### src/rtl/fetch_ctrl.sv
// Instruction-fetch front end: issues word-aligned fetches, tracks outstanding
// requests and writes each response into the instruction buffer.
module fetch_ctrl #(
  parameter logic [31:0] RESET_PC = 32'h0,
  parameter int          MAX_OUT  = 2
) (
  input  logic        clock,
  input  logic        reset,
  input  logic        fetch_jump,
  input  logic [31:0] fetch_target,
  input  logic        fetch_stall,
  output logic        imem_valid,
  output logic [31:0] imem_addr,
  input  logic        imem_gnt,
  input  logic        imem_ready,
  input  logic [31:0] imem_rdata,
  input  logic        imem_error,
  output logic        buf_clear,
  output logic        buf_align,
  output logic [31:0] buf_pc,
  output logic [31:0] buf_rdata,
  output logic        buf_error,
  output logic        buf_ready
);

  localparam int CW = $clog2(MAX_OUT + 1);
  localparam logic [CW-1:0] MAX_OUT_C = CW'(MAX_OUT);
  localparam logic [CW-1:0] ONE_C     = CW'(1);

  // Memory handshake: a request transfers on imem_valid & imem_gnt; responses
  // return in request order, one per imem_ready, with no back-pressure.

  logic [31:0]   r_req_pc;
  logic [31:0]   r_rsp_pc;
  logic [CW-1:0] r_outst;
  logic [CW-1:0] r_drop;

  logic [31:0]   w_req_pc_nxt;
  logic [31:0]   w_rsp_pc_nxt;
  logic [CW-1:0] w_outst_nxt;
  logic [CW-1:0] w_drop_nxt;

  logic          w_valid;
  logic          w_issue;
  logic          w_rsp;
  logic          w_live;
  logic          w_deliver;
  logic          w_replay;
  logic [31:0]   w_target_word;
  logic          w_unused_target_lsb;

  assign w_unused_target_lsb = fetch_target[0];
  assign w_target_word       = {fetch_target[31:2], 2'b00};

  // A response with nothing outstanding is a protocol error and is ignored.
  assign w_rsp     = imem_ready & (r_outst != '0);
  assign w_live    = w_rsp & (r_drop == '0);
  assign w_valid   = reset & ~fetch_jump & ~fetch_stall & (r_outst < MAX_OUT_C);
  assign w_issue   = w_valid & imem_gnt;
  assign w_deliver = reset & w_live & ~fetch_stall & ~fetch_jump;
  assign w_replay  = w_live & fetch_stall & ~fetch_jump;

  always_ff @(posedge clock or negedge reset) begin
    if (!reset) begin
      r_req_pc <= RESET_PC;
      r_rsp_pc <= RESET_PC;
      r_outst  <= '0;
      r_drop   <= '0;
    end else begin
      r_req_pc <= w_req_pc_nxt;
      r_rsp_pc <= w_rsp_pc_nxt;
      r_outst  <= w_outst_nxt;
      r_drop   <= w_drop_nxt;
    end
  end

  always_comb begin
    w_req_pc_nxt = r_req_pc;
    w_rsp_pc_nxt = r_rsp_pc;
    w_drop_nxt   = r_drop;
    w_outst_nxt  = r_outst + CW'(w_issue) - CW'(w_rsp);

    if (fetch_jump) begin
      // Everything still in flight after this cycle belongs to the old path.
      w_req_pc_nxt = w_target_word;
      w_rsp_pc_nxt = w_target_word;
      w_drop_nxt   = r_outst - CW'(w_rsp);
    end else begin
      if (w_issue) begin
        w_req_pc_nxt = r_req_pc + 32'd4;
      end
      if (w_rsp) begin
        if (r_drop != '0) begin
          w_drop_nxt = r_drop - ONE_C;
        end else if (w_replay) begin
          // Buffer refused this word: rewind and discard the younger requests.
          w_req_pc_nxt = r_rsp_pc;
          w_drop_nxt   = r_outst - ONE_C;
        end else begin
          w_rsp_pc_nxt = r_rsp_pc + 32'd4;
        end
      end
    end
  end

  always_comb begin
    imem_valid = w_valid;
    imem_addr  = reset ? r_req_pc : 32'h0;
    buf_clear  = reset & fetch_jump;
    buf_align  = reset & fetch_jump & fetch_target[1];
    buf_ready  = w_deliver;
    buf_pc     = w_deliver ? r_rsp_pc   : 32'h0;
    buf_rdata  = w_deliver ? imem_rdata : 32'h0;
    buf_error  = w_deliver & imem_error;
  end

endmodule

### config.mk
export PLATFORM = sky130hd
export DESIGN_NAME = fetch_ctrl
export DESIGN_NICKNAME = d
export VERILOG_FILES = /design/src/rtl/fetch_ctrl.sv
export SDC_FILE = /design/constraint.sdc
export NUM_CORES = 1
export LEC_CHECK = 0
export CORE_ASPECT_RATIO = 1.75
export CORE_MARGIN = 2
export CORE_UTILIZATION = 46
export CTS_BUF_LIST = sky130_fd_sc_hd__clkbuf_8
export CTS_CLUSTER_DIAMETER = 30
export DETAILED_ROUTE_END_ITERATION = 12
export GPL_TIMING_DRIVEN = 0
export PLACE_DENSITY = 0.84
export REMOVE_ABC_BUFFERS = 1
export SETUP_SLACK_MARGIN = 0.15
export SYNTH_ARGS = -nofsm -noshare
export SYNTH_HDL_FRONTEND = slang
export SYNTH_SLANG_ARGS = --single-unit
export TNS_END_PERCENT = 10
### constraint.sdc
create_clock -name clock -period 2.8 [get_ports clock]
set_input_delay 0.56 -clock clock [delete_from_list [all_inputs] [get_ports clock]]
set_output_delay 0.56 -clock clock [all_outputs]
set_load 0.05 [all_outputs]
==> metrics.cfg <==
[outcome]
status = finished clean

[drt]
first_pass_iters = 5
viasPerCell = 5.998
detailroute.wirelength.met3_mm = 1.133
antenna_violating_nets_post_route = 0
drtIter0Drc = 451
routed.top_layer = met4

[hold_path]
classification_of_the_worst_slack_hold_path = input port to asynchronous set/reset pin

[layout]
final_layout_size_suffix_gt1_share_pct = 15.34
nets = 777
finish.cell_count_without_fillers = 829

[setup_path]
worst_path_dominant_cell_family = simple AND/OR/NAND/NOR gates
crit_path_end_kind = output port
rr_startpoint = r_outst[0]$_DFF_PN0_
worst_r2r_path_depth = 5
start_kind = flip-flop
biggest_fanout_along_the_worst_timing_path = 8
r2r_end = r_req_pc[6]$_DFF_PN0_
worst_path_max_delay_cell = dfrtp_1
crit_path_cell_chain = o21ai_4 > nor2_4 > and4b_4 > buf_12 > buf_16 > and2_1 > buf_2

[power]
leakagePower_uw = 0.002725
total_power_uw = 3131
power_density_nw_per_um2 = 473.6

[logic_synthesis]
mux_share_pct = 0.9083
postSynth.asyncResetShare_pct = 100.0
synth.distinct_cells = 50
yosys-top-cells-area = dfrtp_1 36%, and2_1 14%, nor2_1 4.0%
synth_compound_gate_area_share_pct = 15.28

[place]
place.port_buffers = 168

[sta]
layout_worst_path_cycle_share_pct = 95.36
report.final.hold_viol_count = 0
grt_setup_unrepaired = yes

[global_routing]
initial_antenna_violation_count = 0
grt_start_max_net_pins = 70

[die]
fp-utilization_pct = 46.72
die.size.y_um = 135.5

[cts]
post_cts.repair.setup_buffers = 6

how the worst max path moves through the flow:
| stage | from | endpoint | cells past startpoint |
|---|---|---|---|
| after floorplan | imem_ready | buf_error | 4 |
| after global placement | reset | buf_pc[11] | 4 |
| after detailed placement | imem_ready | buf_pc[11] | 6 |
| after CTS | r_outst[1]$_DFF_PN0_ | r_req_pc[20]$_DFF_PN0_ | 5 |
| after global routing | r_outst[0]$_DFF_PN0_ | buf_rdata[11] | 6 |
| final | r_outst[0]$_DFF_PN0_ | buf_pc[3] | 7 |
per-layer routing:
| layer | vias to the layer above | track usage [%] |
|---|---|---|
| met3 | 56 | 5.067 |
| met5 | - | 0 |
| met4 | 0 | 14.27 |
| met1 | 2387 | 32.57 |
| met2 | 268 | 55.04 |
| li1 | 2261 | - |
registers in the layout, indices dropped and copies added (netlist names):
| signal | cells |
|---|---|
| r_drop | 2 |
| r_outst | 2 |
| r_req_pc | 31 |
| r_rsp_pc | 30 |
per-stage QoR:
stage               instance area [um^2]  hold WS (ns)
global route                        6611        0.1738
detailed placement                  6267        0.5006
floorplan                           4388        0.2644
global placement                    6226        0.5008
CTS                                 6614        0.1507
finish                              6611        0.1475
power by group through the flow:
stage	logic, uW	clock network [uW]	registers, uW
global route	1270	681	1320
global placement	1080	0	1280
finish	1180	647	1300
detailed placement	1130	0	1290
floorplan	724	0	1230
CTS	1170	643	1290
cell type report:
class                   instances  area (um^2)
clock inverters                 5        20.02
well taps                     125        156.4
inverters                      11        45.04
repair buffers                177         1819
clock buffers                   9        123.9
multi-input cells             437         2819
flip-flops and latches         65         1628
fillers                       792         3118
worst reg2reg max path, delay by kind of cell, from the launching register on:
kind | cells | cell delay, ns
and+or+nand+nor | 2 | 1.29
AOI/OAI and AO/OA | 2 | 0.47
DFF | 1 | 0.45
buffers and inverters | 1 | 0.21
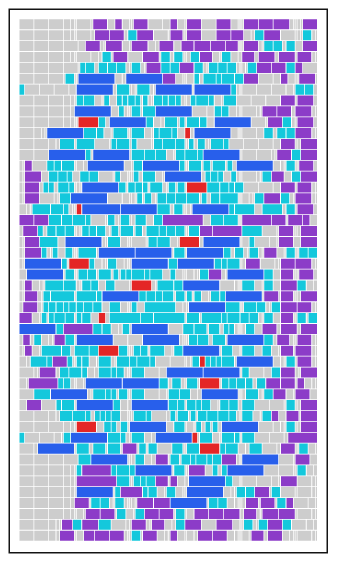
Figure 1: placement by cell class.
Scale: 4 px per um. Fill, decap, tap and diode cells in gray.
| color | class | cells | share of their area |
|---|---|---|---|
| blue | registers | 65 | 25% |
| purple | remaining buffers and delay cells | 177 | 28% |
| cyan | remaining logic cells | 448 | 44% |
| red | clock drivers and dummy loads | 14 | 2.2% |

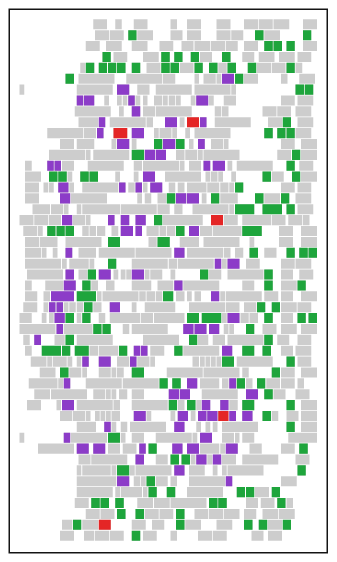
Figure 2: gate families picked out.
Scale: 4 px per um.
| color | family | cells | most used |
|---|---|---|---|
| red | non-inverting ao/oa cells | 5 | o31a_1 |
| purple | aoi and oai cells | 94 | a211oi_1 |
| green | and/or cells | 138 | and2_1 |

Power and IR drop assume default switching activity.
